### src/rtl/simon_pkg.sv
// Shared sizing defaults and controller state encodings for the Simon game.
// Imported by the datapath, the controller and the benches.
package simon_pkg;

    localparam int SIMON_WIDTH = 4;
    localparam int SIMON_DEPTH = 64;

    typedef enum logic [1:0] {
        ST_INPUT    = 2'd0,
        ST_PLAYBACK = 2'd1,
        ST_REPEAT   = 2'd2,
        ST_DONE     = 2'd3
    } simon_state_t;

endpackage

### src/rtl/simon_pattern_mem.sv
// Pattern store: DEPTH x WIDTH array, write on the rising edge, asynchronous read.
// Contents are not reset; a same-address read during a write returns the old entry.
module simon_pattern_mem #(
    parameter int WIDTH  = 4,
    parameter int DEPTH  = 64,
    parameter int ADDR_W = 6
) (
    input  logic              clk,
    input  logic              we,
    input  logic [ADDR_W-1:0] waddr,
    input  logic [WIDTH-1:0]  wdata,
    input  logic [ADDR_W-1:0] raddr,
    output logic [WIDTH-1:0]  rdata
);

    logic [WIDTH-1:0] mem [DEPTH];

    always_ff @(posedge clk) begin
        if (we) begin
            mem[waddr] <= wdata;
        end
    end

    assign rdata = mem[raddr];

endmodule

### src/rtl/simon_datapath.sv
// Simon datapath: sequence/playback counters, level latch, pattern memory and status flags.
// Flags are combinational from inputs and state; counters and memory update one edge after their strobes.
module simon_datapath
    import simon_pkg::*;
#(
    parameter int WIDTH = SIMON_WIDTH,
    parameter int DEPTH = SIMON_DEPTH
) (
    input  logic             clk,
    input  logic             rst,
    input  logic             lvl,
    input  logic [WIDTH-1:0] pattern,
    input  logic             seq_ctr_inc,
    input  logic             pbrd_ctr_inc,
    input  logic             led,
    input  logic             wr,
    output logic             cont,
    output logic             correct,
    output logic             legal,
    output logic [WIDTH-1:0] pattern_leds
);

    localparam int ADDR_W = (DEPTH > 1) ? $clog2(DEPTH) : 1;
    localparam int CNT_W  = ADDR_W + 1;
    localparam logic [CNT_W-1:0] FULL_CNT = CNT_W'(DEPTH);

    logic [CNT_W-1:0] seq_cnt;
    logic [CNT_W-1:0] pbrd_cnt;
    logic             level_r;
    logic [WIDTH-1:0] rd_data;
    logic             full;
    logic             empty;
    logic [CNT_W-1:0] last_idx;
    logic             one_hot;
    logic             mem_we;

    assign full     = (seq_cnt == FULL_CNT);
    assign empty    = (seq_cnt == '0);
    assign last_idx = seq_cnt - CNT_W'(1);
    // Gating with rst keeps a reset cycle from landing a stray write.
    assign mem_we   = wr && !full && rst;

    always_ff @(posedge clk) begin
        if (!rst) begin
            seq_cnt  <= '0;
            pbrd_cnt <= '0;
            level_r  <= lvl;
        end else begin
            if (seq_ctr_inc && !full) begin
                seq_cnt <= seq_cnt + CNT_W'(1);
            end
            if (pbrd_ctr_inc) begin
                if (empty || (pbrd_cnt == last_idx)) begin
                    pbrd_cnt <= '0;
                end else begin
                    pbrd_cnt <= pbrd_cnt + CNT_W'(1);
                end
            end
        end
    end

    simon_pattern_mem #(
        .WIDTH  (WIDTH),
        .DEPTH  (DEPTH),
        .ADDR_W (ADDR_W)
    ) u_mem (
        .clk   (clk),
        .we    (mem_we),
        .waddr (seq_cnt[ADDR_W-1:0]),
        .wdata (pattern),
        .raddr (pbrd_cnt[ADDR_W-1:0]),
        .rdata (rd_data)
    );

    assign one_hot = (pattern != '0) && ((pattern & (pattern - WIDTH'(1))) == '0);

    always_comb begin
        legal = 1'b0;
        if (!full) begin
            legal = level_r ? (pattern != '0) : one_hot;
        end
    end

    assign cont         = !empty && (pbrd_cnt != last_idx);
    assign correct      = (pattern == rd_data);
    assign pattern_leds = led ? rd_data : pattern;

endmodule

### config.mk
export PLATFORM = sky130hd
export DESIGN_NAME = simon_datapath
export DESIGN_NICKNAME = d
export VERILOG_FILES = /design/src/rtl/simon_pkg.sv /design/src/rtl/simon_pattern_mem.sv /design/src/rtl/simon_datapath.sv
export SDC_FILE = /design/constraint.sdc
export NUM_CORES = 1
export LEC_CHECK = 0
export ABC_AREA = 0
export CAP_MARGIN = 0
export CELL_PAD_IN_SITES_DETAIL_PLACEMENT = 0
export CELL_PAD_IN_SITES_GLOBAL_PLACEMENT = 1
export CORE_MARGIN = 1
export CORE_UTILIZATION = 30
export CTS_CLUSTER_DIAMETER = 120
export DETAILED_ROUTE_END_ITERATION = 8
export GPL_ROUTABILITY_DRIVEN = 0
export MAX_ROUTING_LAYER = met4
export PLACE_DENSITY = 0.56
export SLEW_MARGIN = 10
export SYNTH_ARGS = -nofsm -noshare
export SYNTH_HDL_FRONTEND = slang
export SYNTH_SLANG_ARGS = --single-unit
### constraint.sdc
create_clock -name clk -period 3.9 [get_ports clk]
set_input_delay 0.78 -clock clk [delete_from_list [all_inputs] [get_ports clk]]
set_output_delay 0.78 -clock clk [all_outputs]
set_load 0.03 [all_outputs]
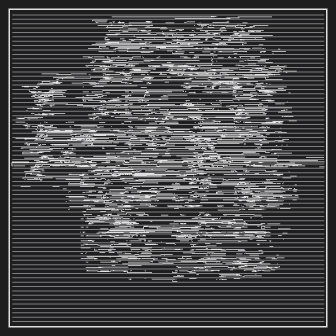
(images/m1.png)
Supply wires on this layer in grey.
longest straight run: 62.6 um
nets with wire on the layer: 707
share of all routed wire: 45%

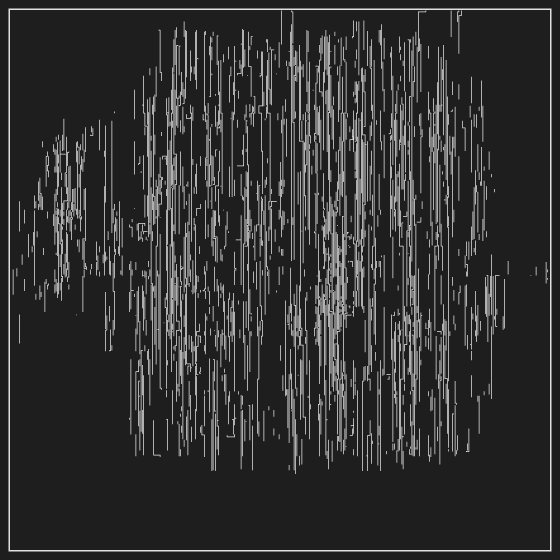
(images/m2.png)
main direction: vertical
longest straight run: 85.8 um
WL final: 28.58 mm
GRT met2 Usage: 24.11%
via count: 6085

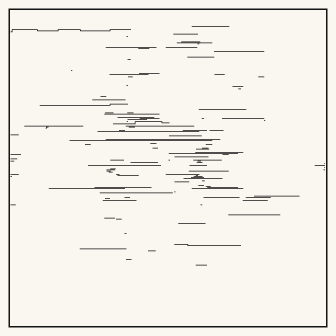
(images/m3.png)
main direction: horizontal
longest straight run: 88.3 um
nets with wire on the layer: 81
M3 GR Usage: 2.922%

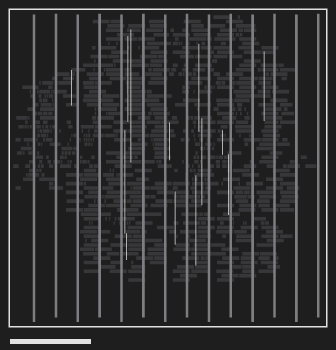
(images/m4.png)
The bar under the picture is 50 um long. Supply wires on this layer in grey. Cells faint in the background.
longest straight run: 82.3 um
share of all routed wire: 1.9%

==> impl_metrics.csv <==
group,metric,value,unit
detailed_routing,vias_per_cell,4.880,
place,hpwl,18.99,mm
clock_network,cts_buffers,30,
layout,final_common_cell,"edfxtp_1",
synthesis,top_area_share,68.21,%
final_timing,timing.setup.tns,-0.1512,ns
detailed_routing,dr.pass1.iters,5,
worst_setup_path,worstReg2RegStart,"seq_cnt[0]$_SDFFE_PN0P_",
grt,grt_pass1_wl,42.44,mm
min_path,worstHoldStart,"pbrd_cnt[6]$_SDFFE_PN0P_",
layout,final_nets,734,
worst_setup_path,critPathCaptureType,"output pin",
power_and_ir_drop,switching_share,20.35,%
synthesis,syn_area_per_cell,17.46,um^2
layout,area_growth,21.21,%
detailed_routing,ant_nets,0,
final_timing,maxSlewViolCount,0,
worst_setup_path,r2r_cells,7,
final_timing,rsz0062_at_grt,"yes",
worst_setup_path,reg2reg_to,"u_mem.mem[62][2]$_DFFE_PP_",
status,status,"finished with violations",
power_and_ir_drop,power,0.006797,W
floorplanning,initCoreUtil,30.68,%
synthesis,synth_flops,277,
place,post-place-ws,-0.09407,ns
floorplanning,die_y,196.2,um
clock_network,htreeDepth,1,
synthesis,common_cells,"257 x edfxtp_1, 93 x nor2_1, 58 x mux4_2, 35 x mux2i_1, 26 x nand2_1",
final_timing,worst_pin_slew,0.6563,ns
synthesis,ys_sh_xor,2.013,%
final_timing,hold_viol,0,
worst_setup_path,crit_end,"correct",
synthesis,synthFlopType,"edfxtp_1",
grt,grtUsageTotal,15.62,%
clock_network,cts-root-buf,"clkbuf_16",
worst_setup_path,cp.depth,11,
synthesis,yosys.area_share.aoi,2.179,%
layout,drive_gt1_share,26.65,%
final_timing,max_slew_margin,56.13,%
synthesis,yosysTopAreaCell,"edfxtp_1",
clock_network,postCtsResizedCells,21,
clock_network,post-cts-setup-buffers,16,
synthesis,synthMostInstantiatedCell,"edfxtp_1",
power_and_ir_drop,pwr-share-comb,5.7,%
layout,final_area,13710,um^2
worst_setup_path,critical_path_class,"reg2out",
place,placed_area,12240,um^2
worst_setup_path,critPathLaunchType,"flip-flop",
power_and_ir_drop,p_int,0.005414,W
synthesis,ys_sh_mux,15.47,%
clock_network,clockBufferDepth,3,
synthesis,synthCells,648,
power_and_ir_drop,p_clk_share,46.2,%
clock_network,cts_tree,"yes",
final_timing,finalSetupViolations,1,
status,violations,"negative setup slack",
power_and_ir_drop,p_sw,0.001383,W
grt,antenna_found_initial,0,
synthesis,floorplan.nets,663,
floorplanning,die_w,196.2,um
layout,n_fill_cell,3396,
power_and_ir_drop,seq_power_share,48.1,%
floorplanning,rows,70,
clock_network,cts.clk_slew.worst_paths,0.06,ns
final_timing,finalClockPeriodUsage,103.9,%
worst_setup_path,required,3.12,ns
synthesis,postSynthSeqShare,71.75,%
floorplanning,chipArea,38490,um^2
min_path,hold_end,"pbrd_cnt[6]$_SDFFE_PN0P_",
worst_setup_path,cp_data_arrival_time,3.27,ns
layout,utilization,37.19,%
floorplanning,coreArea,36870,um^2
layout,antenna_cells,0,
synthesis,syn_area,11310,um^2
synthesis,synth_stat.cells,648,
synthesis,async_reset_ff_share,0,%
worst_setup_path,cp_slowest_cell,"mux4_2",
worst_setup_path,critPathMaxFanout,8,
worst_setup_path,cp_top_family,"multiplexers",
min_path,min_path_type,"reg2reg",
detailed_routing,drc,0,
place,numPortBuffers,17,
worst_setup_path,slowest_delay,0.55,ns
synthesis,simple_gate_share,6.415,%
synthesis,synthTopCellsByArea,"edfxtp_1 68%, mux4_2 12%, dfxtp_1 3.5%, mux2i_1 3.1%, nor2_1 3.1%",
min_path,holdPathStages,2,
clock_network,holdBufCountCts,0,
synthesis,ys_chip_area,11310,um^2
run,tool_warnings,30,
grt,grt_max_degree,55,
detailed_routing,wire_per_inst,22.91,um
floorplanning,ioPinCount,18,
synthesis,adder_share,0.4424,%
synthesis,synth-edff-count,257,
worst_setup_path,cp_num_buf_inv,4,
power_and_ir_drop,p_leak,4.263,nW
worst_setup_path,crit_path_frequent_cell,"buf_12",
clock_network,clock_sinks,277,
final_timing,fin_crit,4.051,ns
grt,gr-total-overflow,0,
final_timing,max_freq,246.8,MHz
grt,grt_pass1_vias,6283,
worst_setup_path,cp_cell_sequence,"buf_12 > buf_12 > mux4_2 > mux2i_2 > a22oi_1 > o22ai_1 > a21oi_2 > xor2_1 > nor4_2 > buf_4 > buf_12",
final_timing,finalClockSkew,0.01683,ns
clock_network,clk_latency,0.55,ns
detailed_routing,drt_iter0_drc,579,
run,maxCapViolCount,0,
worst_setup_path,regToRegSetupSlack,0.98,ns
power_and_ir_drop,p_per_area,495.7,nW/um^2
power_and_ir_drop,ir_drop,0.3336,mV
synthesis,synthDistinctLibCells,43,
synthesis,top_logic_kind,"multiplexers",
final_timing,layout_setup_ws,-0.1512,ns
synthesis,ys_warn_count,0,
layout,final_cell_mix,"257 x edfxtp_1, 93 x nor2_1, 58 x mux4_2",
-- power groups by stage --
stage | Clock [W] | Sequential, W | Combinational [W]
finish | 0.00314 | 0.00327 | 0.000389
CTS | 0.00319 | 0.00327 | 0.000385
global placement | 0 | 0.00334 | 0.000321
detailed placement | 0 | 0.00334 | 0.000325
floorplan | 0 | 0.00332 | 0.000191
global route | 0.00330 | 0.00327 | 0.000415
-- layer usage --
layer	vias to the layer above	part of all wire, %	global-route usage [%]
met1	3157	45	21.34
li1	2688	-	-
met5	-	0	-
met3	38	6.1	2.922
met2	202	47	24.11
met4	0	1.9	3.704
-- cells by family (layout without fill, tap and decap cells) --
family          Yosys count  after routing
simple gates            164            164
mux                     100            100
compound gates           37             37
fa+ha+maj                 4              4
flops                   277            277
buf+inv                  40            135
xor+xnor                 26             26
-- final cells by class --
cell class                      instances  area (um^2)  area share [%]
Inverter                                8        30.03          0.2190
Clock inverter                         21        317.8           2.318
Sequential cell                       277         8133           59.31
Clock buffer                           35        790.8           5.766
Multi-Input combinational cell        331         3082           22.47
Timing Repair Buffer                   71        729.5           5.319
Tap cell                              504        630.6           4.599
-- stage by stage --
| stage | hold slack [ns] | cells |
|---|---|---|
| 2_1_floorplan | 0.4932 | 648 |
| 3_3_place_gp | 0.5432 | 1169 |
| 3_5_place_dp | 0.5513 | 1169 |
| 4_1_cts | 0.5675 | 1242 |
| 5_1_grt | 0.5922 | 1247 |
| 6_report | 0.5662 | 1247 |
-- sequential cells by signal, summed over array words and instances, names as in the netlist, named ones only --
signal and count:
u_mem.mem 256, level_r 1, seq_cnt 7, pbrd_cnt 7
-- worst min-delay path, stage by stage, from the launching register on --
cell and delay, ns:
dfxtp_1 0.37, xnor2_1 0.09, nor2_1 0.08
No activity file was given, so power comes from the tool's default toggle rates.
